[config.mk]
export PLATFORM = sky130hd
export DESIGN_NAME = fetch_buffer
export DESIGN_NICKNAME = d
export VERILOG_FILES = /design/src/rtl/fetch_pkg.sv /design/src/rtl/fetch_queue_storage.sv /design/src/rtl/fetch_buffer.sv
export SDC_FILE = /design/constraint.sdc
export NUM_CORES = 1
export LEC_CHECK = 0
export CAP_MARGIN = 20
export CORE_MARGIN = 2
export CORE_UTILIZATION = 25
export DETAILED_ROUTE_END_ITERATION = 8
export PLACE_DENSITY = 0.48
export SYNTH_ARGS = -nofsm -noshare
export SYNTH_HDL_FRONTEND = slang
export SYNTH_SLANG_ARGS = --single-unit
[constraint.sdc]
create_clock -name clk_i -period 8.05 [get_ports clk_i]
set_input_delay 1.2075 -clock clk_i [delete_from_list [all_inputs] [get_ports clk_i]]
set_output_delay 1.2075 -clock clk_i [all_outputs]
set_load 0.03 [all_outputs]
[src/rtl/fetch_pkg.sv]
// fetch_pkg: shared types and constants for the fetch front end.
package fetch_pkg;

   localparam int PC_W        = 32;
   localparam int INSTR_W     = 32;
   localparam int INSTR_BYTES = 4;

   typedef enum logic {
      RUN  = 1'b0,
      DONE = 1'b1
   } fetch_state_e;

   typedef struct packed {
      logic [PC_W-1:0]    pc;
      logic [INSTR_W-1:0] instr;
   } fetch_entry_t;

endpackage

[src/rtl/fetch_queue_storage.sv]
// fetch_queue_storage: circular entry array with FETCH_WIDTH write ports at
// consecutive addresses from the tail and FETCH_WIDTH read ports from the head.
// Addresses wrap naturally because DEPTH is a power of two.
module fetch_queue_storage #(
   parameter int DEPTH       = 8,
   parameter int FETCH_WIDTH = 2,
   parameter int ENTRY_W     = 64,
   parameter int PW          = $clog2(DEPTH)
) (
   input  logic                           clk_i,
   input  logic [FETCH_WIDTH-1:0]         we_i,
   input  logic [PW-1:0]                  waddr_i,
   input  logic [FETCH_WIDTH*ENTRY_W-1:0] wdata_i,
   input  logic [PW-1:0]                  raddr_i,
   output logic [FETCH_WIDTH*ENTRY_W-1:0] rdata_o
);

   logic [ENTRY_W-1:0] mem_q [DEPTH];

   // Write the enabled slots in order starting at the tail address.
   always_ff @(posedge clk_i) begin
      for (int k = 0; k < FETCH_WIDTH; k++) begin
         if (we_i[k]) begin
            mem_q[waddr_i + PW'(k)] <= wdata_i[k*ENTRY_W +: ENTRY_W];
         end
      end
   end

   for (genvar k = 0; k < FETCH_WIDTH; k++) begin : g_rd
      assign rdata_o[k*ENTRY_W +: ENTRY_W] = mem_q[raddr_i + PW'(k)];
   end

endmodule

[src/rtl/fetch_buffer.sv]
// fetch_buffer: owns the PC, issues FETCH_WIDTH-wide imem reads, queues the
// fetched instructions and hands in-order groups to decode.
// Optional stall counter enabled by defining FETCH_BUFFER_PERF_EN.
module fetch_buffer
   import fetch_pkg::*;
#(
   parameter int                 PC_SIZE     = 32,
   parameter int                 INSTR_SIZE  = 32,
   parameter int                 FETCH_WIDTH = 2,
   parameter int                 QUEUE_DEPTH = 8,
   parameter logic [PC_SIZE-1:0] RESET_PC    = '0
) (
   input  logic                              clk_i,
   input  logic                              rst_n_i,
   output logic                              imem_req_o,
   output logic [PC_SIZE-1:0]                imem_addr_o,
   input  logic [FETCH_WIDTH*INSTR_SIZE-1:0] imem_rdata_i,
   input  logic [FETCH_WIDTH-1:0]            imem_done_i,
   input  logic                              redirect_i,
   input  logic [PC_SIZE-1:0]                redirect_pc_i,
   output logic [FETCH_WIDTH-1:0]            deq_valid_o,
   output logic [FETCH_WIDTH*INSTR_SIZE-1:0] deq_instr_o,
   output logic [FETCH_WIDTH*PC_SIZE-1:0]    deq_pc_o,
   input  logic                              deq_ready_i,
   output logic [$clog2(QUEUE_DEPTH):0]      count_o,
   output logic                              end_o,
   output logic [31:0]                       stall_cycles_o
);

   localparam int PW = $clog2(QUEUE_DEPTH);
   localparam int CW = PW + 1;
   localparam int EW = PC_SIZE + INSTR_SIZE;

   fetch_state_e             state_q, state_d;
   logic [PC_SIZE-1:0]       pc_q, pc_d;
   logic [PW-1:0]            head_q, head_d, tail_q, tail_d;
   logic [CW-1:0]            count_q, count_d;
   logic [CW-1:0]            enq_n, deq_n, avail;
   logic                     req;
   logic [FETCH_WIDTH-1:0]   we;
   logic [FETCH_WIDTH*EW-1:0] wdata, rdata;

   // State, PC, pointers and occupancy registers.
   always_ff @(posedge clk_i or negedge rst_n_i) begin
      if (!rst_n_i) begin
         state_q <= RUN;
         pc_q    <= RESET_PC;
         head_q  <= '0;
         tail_q  <= '0;
         count_q <= '0;
      end else begin
         state_q <= state_d;
         pc_q    <= pc_d;
         head_q  <= head_d;
         tail_q  <= tail_d;
         count_q <= count_d;
      end
   end

   // Next state: redirect restarts fetch, any done bit on a request ends it.
   always_comb begin
      state_d = state_q;
      if (redirect_i) begin
         state_d = RUN;
      end else if (req && (|imem_done_i)) begin
         state_d = DONE;
      end
   end

   // FSM outputs: request needs room for a full group; end needs an empty queue.
   always_comb begin
      req   = (state_q == RUN) && ((CW'(QUEUE_DEPTH) - count_q) >= CW'(FETCH_WIDTH)) && !redirect_i;
      end_o = (state_q == DONE) && (count_q == '0);
   end

   // Slots enqueued: those below the lowest done bit, only on a request.
   always_comb begin
      enq_n = CW'(FETCH_WIDTH);
      for (int k = FETCH_WIDTH - 1; k >= 0; k--) begin
         if (imem_done_i[k]) begin
            enq_n = CW'(k);
         end
      end
      if (!req) begin
         enq_n = '0;
      end
   end

   // Pops take every presented slot; redirect suppresses both pop and push.
   always_comb begin
      avail = (count_q >= CW'(FETCH_WIDTH)) ? CW'(FETCH_WIDTH) : count_q;
      deq_n = (deq_ready_i && !redirect_i) ? avail : '0;
      if (redirect_i) begin
         pc_d    = redirect_pc_i & ~PC_SIZE'(INSTR_BYTES - 1);
         head_d  = '0;
         tail_d  = '0;
         count_d = '0;
      end else begin
         pc_d    = req ? pc_q + PC_SIZE'(INSTR_BYTES * FETCH_WIDTH) : pc_q;
         head_d  = head_q + PW'(deq_n);
         tail_d  = tail_q + PW'(enq_n);
         count_d = count_q + enq_n - deq_n;
      end
   end

   for (genvar k = 0; k < FETCH_WIDTH; k++) begin : g_slot
      assign we[k] = CW'(k) < enq_n;
      assign wdata[k*EW +: EW] = {pc_q + PC_SIZE'(INSTR_BYTES * k),
                                  imem_rdata_i[k*INSTR_SIZE +: INSTR_SIZE]};
      assign deq_valid_o[k] = count_q > CW'(k);
      assign deq_pc_o[k*PC_SIZE +: PC_SIZE] =
         deq_valid_o[k] ? rdata[k*EW + INSTR_SIZE +: PC_SIZE] : '0;
      assign deq_instr_o[k*INSTR_SIZE +: INSTR_SIZE] =
         deq_valid_o[k] ? rdata[k*EW +: INSTR_SIZE] : '0;
   end

   fetch_queue_storage #(
      .DEPTH       (QUEUE_DEPTH),
      .FETCH_WIDTH (FETCH_WIDTH),
      .ENTRY_W     (EW),
      .PW          (PW)
   ) u_storage (
      .clk_i   (clk_i),
      .we_i    (we),
      .waddr_i (tail_q),
      .wdata_i (wdata),
      .raddr_i (head_q),
      .rdata_o (rdata)
   );

   assign imem_req_o  = req;
   assign imem_addr_o = pc_q;
   assign count_o     = count_q;

`ifdef FETCH_BUFFER_PERF_EN
   logic [31:0] stall_q;

   // Count cycles where fetch wanted to run but had no room; saturates.
   always_ff @(posedge clk_i or negedge rst_n_i) begin
      if (!rst_n_i) begin
         stall_q <= '0;
      end else if ((state_q == RUN) && !redirect_i && !req && (stall_q != '1)) begin
         stall_q <= stall_q + 32'd1;
      end
   end

   assign stall_cycles_o = stall_q;
`else
   assign stall_cycles_o = '0;
`endif

endmodule
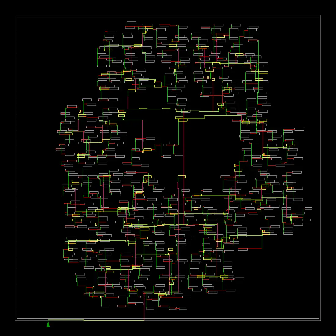
Fig. 1. Clock routing (run 1).
Clock Skews: 0.03714 ns
Seq cells: 537
Power Clock: 3.13 mW

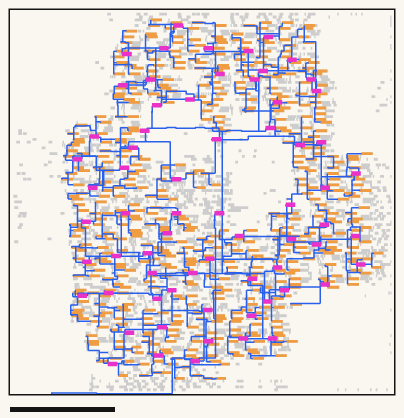
Fig. 2. Clock network drawn from the DEF (run 1).
Scale bar: 100 um.
[blue] clock wires | length: 8710 um
[orange] flip-flops | count: 537
[magenta] clock-net drivers | count: 67
routed clock nets	68
Clock power frac: 0.278
clk ins delay skew pair: 0.64 ns

==> results.yml, run 1 <==
# flow metrics
synthesis:
  synth_area_per_cell_um2: 11.00
  ys_sh_xor: 0.07089
  flop_cell: "edfxtp_1"
  yosysTopAreaCell: "edfxtp_1"
  yosys.stat.seqShare: 0.4831
  ys_area_um2: 32950
  yosysTopAreaCellShare: 0.4520
  ys_cells: 2997
  aoi_share: 0.03136
  synthMostInstantiatedCell: "nand2_1"
  synth-simple-area-share: 0.1652
  synthArstFlopShare: 0.07635
  adder_share: 0.008125
  ys.flops: 537
flow_run:
  cap_violations: 0
grt:
  top_usage_layer: "met2"
  globalRouteMet3Util: 0.03927
  grt_max_degree: 71
  grt_remaining_overflow: 0
  grtUsageTotal: 0.1850
  grt_pass1_vias: 23940
power:
  vdd_drop_max_uv: 223.4
  top_power_group: "combinational cells"
  power_frac_seq: 0.313
  internal_power_mw: 6.741
  p_leak_nw: 13.51
  total_power_mw: 11.25
  p_comb_mw: 4.60
  comb_power_share: 0.409
critical_path:
  cp_slowest_stage_delay_ns: 0.98
  path_delay_family: "buffers and inverters"
  critPathKind: "reg -> out"
  r2r-start: "count_o[0]"
  critPathCaptureType: "output port"
  cp_max_fo: 57
  regToRegSetupSlack_ns: 3.99
  cp.depth: 6
  crit_buf_inv: 3
finish:
  nets: 3221
  lay_top_count: "nand2_1"
  buffer_area_frac: 0.08041
  final_cell_mix: "1028 x nand2_1, 496 x edfxtp_1, 259 x clkdlybuf4s50_1, 248 x mux4_2, 240 x nor2_1"
  drive_above_1_share: 0.1526
  area_delta_synth_final_pct: 18.99
  clock_area_frac: 0.05664
  final_cells: 4908
  clkbuf_count: 89
  comb_share: 0.3992
  nonClockBufferCount: 330
  area_dominant_class: "sequential cells"
drt:
  num_vias: 23950
  wl_met1_um: 55200
  drt-initial-drc-count: 2167
  first_pass_iters: 5
  antenna_left: 0
  routed_wl_um: 126800
  routed-wl-met2_um: 59050
  wire_per_inst_um: 25.83
  dr_wl_met3_um: 9531
  highest_layer: "met5"
sta:
  period_used_share: 0.7729
  drv_slew: 0
  tightest_slew_ns: 1.162
  final.setup.worst_slack_ns: 1.828
  finalSetupTns_ns: 0
  hold_viol_final: 0
  holdWs_ns: 0.7315
  rsz0062_at_grt: "false"
cts:
  postCtsSetupRepairBufs: 0
  holdBufCountCts: 0
  ctsResizeCount: 0
  clock_sinks: 537
  cts_tree: "done"
  clock_tree.buffer_depth: 3
floorplan:
  die_y_um: 367.1
  dieArea_um2: 134700
  die_w_um: 367.1
  fp_util: 0.2513
  num_rows: 133
outcome:
  status: "finished, final reports clean"
placement:
  dpl_worst_slack_ns: 2.352
  gp_congestion: 0.7508
min_path:
  min-delay-start: "tail_q[2]"
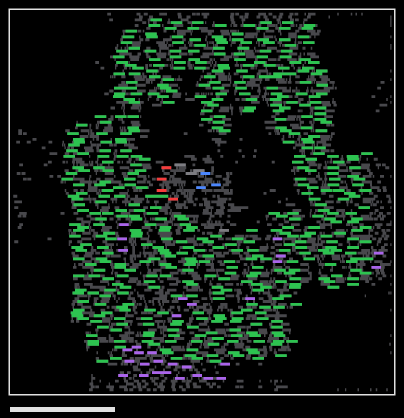
Fig. 3. Sequential cells coloured by netlist name (run 1).
Scale bar: 100 um. Other sequential cells in the stronger grey, the rest of the logic in the fainter grey.
colour	netlist name	placed flops
red	count_o	4
green	u_storage.mem_q	496
purple	imem_addr_o	30
blue	tail_q	3
not coloured	4
final core utilization: 0.2990
flop share of the area: 0.4063
Reg area: 15930 um^2
Flop+latch power: 3.52 mW

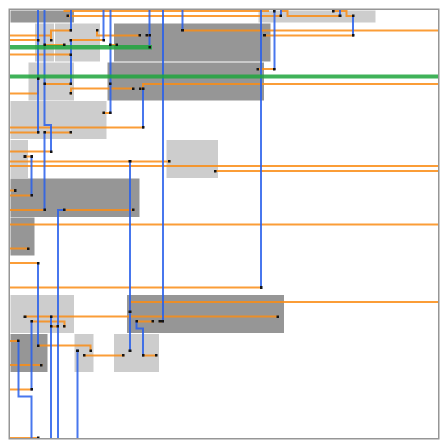
Fig. 4. A small window of the routed layout (run 1).
Region (260, 77) to (290, 107) um. Cells in grey, sequential cells in the stronger grey; small squares are vias.
colour	layer
orange	M1
green	M3
blue	M2
sequential cells in the window	4
most frequent	edfxtp_1 (4), xnor2_1 (2)
cells with their middle in the window	12
netlist names of flops here include	u_storage.mem_q (4)

==> run 2: changes to the inputs <==
==> constraint.sdc (replaced) <==
create_clock -name clk_i -period 5.95 [get_ports clk_i]
set_input_delay 0.8925 -clock clk_i [delete_from_list [all_inputs] [get_ports clk_i]]
set_output_delay 0.8925 -clock clk_i [all_outputs]
set_load 0.03 [all_outputs]
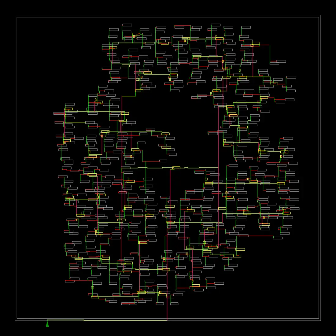
Fig. 5. Clock routing (run 2).
clock buf count: 83
Clock Skews: 0.03612 ns
CTS buffer count: 67

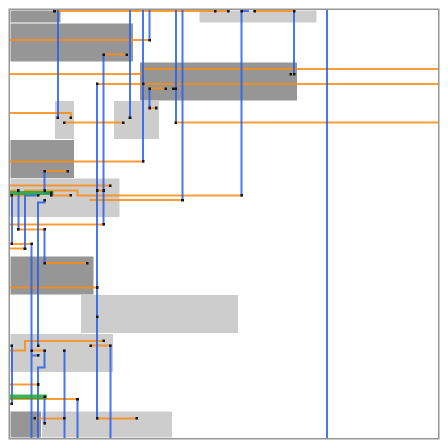
Fig. 6. A small window of the routed layout (run 2).
Region (260, 77) to (290, 107) um. Cells in grey, sequential cells in the stronger grey; small squares are vias.
colour	layer
blue	M2
orange	M1
green	M3
sequential cells in the window	3
netlist names of flops here include	u_storage.mem_q (3)
cells with their middle in the window	9
most frequent	edfxtp_1 (3), mux4_2 (2)

==> results.yml, run 2 <==
# flow metrics
cts:
  clock_tree.buffer_depth: 3
  ctsResizeCount: 0
  worstSkewPairLatency_ns: 0.63
  cts_tree: "done"
finish:
  area_dominant_class: "sequential cells"
  nets: 3225
  drive_above_1_share: 0.1501
  finish.utilization: 0.2988
  seq_area_um2: 15930
  final_cells: 4910
  final_cell_mix: "1028 x nand2_1, 496 x edfxtp_1, 259 x clkdlybuf4s50_1, 248 x mux4_2, 240 x nor2_1"
  nonClockBufferCount: 334
  numSequentialCells: 537
  buffer_area_frac: 0.08443
  comb_share: 0.3996
  clock_area_frac: 0.05167
  sh_seq_area: 0.4066
drt:
  wire_per_inst_um: 25.36
  drt-initial-drc-count: 2019
  antenna_left: 0
  num_vias: 23850
  routed_wl_um: 124500
  first_pass_iters: 5
  highest_layer: "met5"
floorplan:
  die_y_um: 367.1
  num_rows: 133
  die_w_um: 367.1
  fp_util: 0.2513
flow_run:
  cap_violations: 0
power:
  internal_power_mw: 8.931
  p_leak_nw: 13.45
  p_clk_mw: 3.93
  comb_power_share: 0.421
  pwr-share-clk: 0.263
  power_frac_seq: 0.315
  vdd_drop_max_uv: 252.3
  total_power_mw: 14.93
sta:
  drv_slew: 0
  period_used_share: 0.8753
  rsz0062_at_grt: "false"
  hold_viol_final: 0
  holdWs_ns: 0.4165
grt:
  grtUsageTotal: 0.1817
  grt_max_degree: 124
  grt_remaining_overflow: 0
  grt_pass1_vias: 23640
critical_path:
  cp_slowest_stage_delay_ns: 1.04
  crit_buf_inv: 2
  r2r-start: "count_o[1]"
  cp.depth: 6
  regToRegSetupSlack_ns: 1.85
  critPathCaptureType: "output port"
  critPathKind: "reg -> out"
synthesis:
  synthMostInstantiatedCell: "nand2_1"
  yosysTopAreaCell: "edfxtp_1"
  synth_area_per_cell_um2: 11.00
  synthArstFlopShare: 0.07635
  flop_cell: "edfxtp_1"
  adder_share: 0.008125
  yosysTopAreaCellShare: 0.4520
  ys_area_um2: 32950
  ys_sh_xor: 0.07089
  ys.flops: 537
placement:
  dpl_worst_slack_ns: 1.255
  gp_congestion: 0.7515
outcome:
  status: "finished, final reports clean"
Fig. 7: run 2, clock network drawn from the DEF
Scale bar: 100 um.
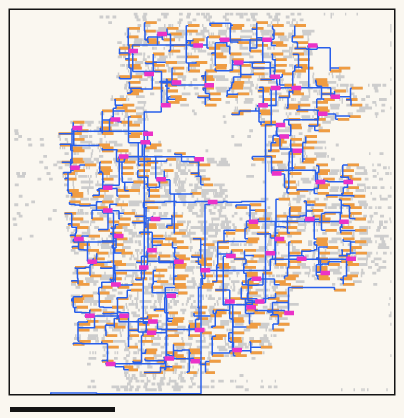

==> run 3: changes to the inputs <==
--- a/config.mk
+++ b/config.mk
@@ -7,9 +7,9 @@
 export LEC_CHECK = 0
 export CAP_MARGIN = 20
 export CORE_MARGIN = 2
-export CORE_UTILIZATION = 25
+export CORE_UTILIZATION = 50
 export DETAILED_ROUTE_END_ITERATION = 8
-export PLACE_DENSITY = 0.48
+export PLACE_DENSITY = 0.78
 export SYNTH_ARGS = -nofsm -noshare
 export SYNTH_HDL_FRONTEND = slang
 export SYNTH_SLANG_ARGS = --single-unit
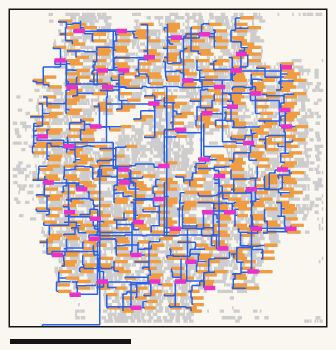
Fig. 8. Clock network drawn from the DEF (run 3).
Scale bar: 100 um.
[blue] clock wires | length: 6960 um
[orange] flip-flops | count: 537
[magenta] clock-net drivers | count: 56
routed clock nets	57
Power Clock: 3.50 mW
Clock Skews: 0.01662 ns
Clock power frac: 0.246

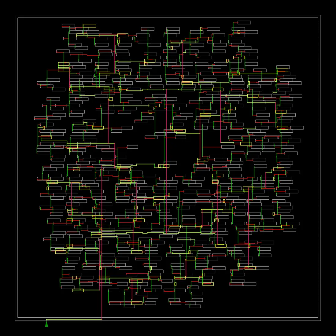
Fig. 9. Clock routing (run 3).
# clock sinks: 537
clock buf count: 73
CTS buffer count: 56

==> results.yml, run 3 <==
# flow metrics
sta:
  finalSetupTns_ns: 0
  drv_slew: 0
  holdWs_ns: 0.3743
  final.setup.worst_slack_ns: 0.9788
  period_used_share: 0.8355
  rsz0062_at_grt: "false"
  hold_viol_final: 0
power:
  power_frac_seq: 0.329
  internal_power_mw: 8.658
  total_power_mw: 14.24
  p_leak_nw: 13.25
  comb_power_share: 0.425
  p_comb_mw: 6.05
  top_power_group: "combinational cells"
  vdd_drop_max_uv: 610.2
  powerSeq_mw: 4.68
outcome:
  status: "finished, final reports clean"
finish:
  nonClockBufferCount: 319
  buffer_area_frac: 0.08457
  nets: 3199
  lay_top_count: "nand2_1"
  largest_register_ff_count: 496
  seq_area_um2: 15930
  comb_share: 0.4150
  clock_area_frac: 0.04720
  final_cells: 3994
  area_dominant_class: "sequential cells"
  area_delta_synth_final_pct: 14.39
  final_cell_mix: "1028 x nand2_1, 496 x edfxtp_1, 259 x clkdlybuf4s50_1, 248 x mux4_2, 240 x nor2_1"
placement:
  dpl_worst_slack_ns: 1.589
drt:
  wire_per_inst_um: 25.19
  routed_wl_um: 100600
  wl_met1_um: 35170
  antenna_left: 0
  drt-initial-drc-count: 3487
  routed-wl-met2_um: 47630
  first_pass_iters: 6
  dr_wl_met3_um: 12500
  highest_layer: "met5"
synthesis:
  ys_sh_xor: 0.07089
  yosysTopAreaCell: "edfxtp_1"
  synth-simple-area-share: 0.1652
  adder_share: 0.008125
  ys_area_um2: 32950
  aoi_share: 0.03136
  synthArstFlopShare: 0.07635
  flop_cell: "edfxtp_1"
  yosysTopAreaCellShare: 0.4520
  ys_cells: 2997
  synthMostInstantiatedCell: "nand2_1"
critical_path:
  cp.depth: 6
  crit_buf_inv: 3
  critPathKind: "reg -> out"
  r2r-start: "count_o[0]"
  regToRegSetupSlack_ns: 1.91
  cp_slowest_stage_delay_ns: 0.71
  cp_max_fo: 128
  critPathCaptureType: "output port"
  endpoint: "deq_pc_o[3]"
flow_run:
  cap_violations: 0
grt:
  top_usage_layer: "met2"
  grt_pass1_vias: 24560
  grt_max_degree: 129
  grtUsageTotal: 0.2959
  globalRouteMet3Util: 0.06740
  antenna_found_initial: 13
  grt_remaining_overflow: 0
floorplan:
  die_y_um: 260.7
  dieArea_um2: 67980
  die_w_um: 260.7
  num_rows: 94
  fp_util: 0.5030
cts:
  postCtsSetupRepairBufs: 0
  holdBufCountCts: 0
  worstSkewPairLatency_ns: 0.64
  ctsResizeCount: 0
  cts_tree: "done"
  clock_tree.buffer_depth: 3
Power is estimated from default activity; no workload was simulated.
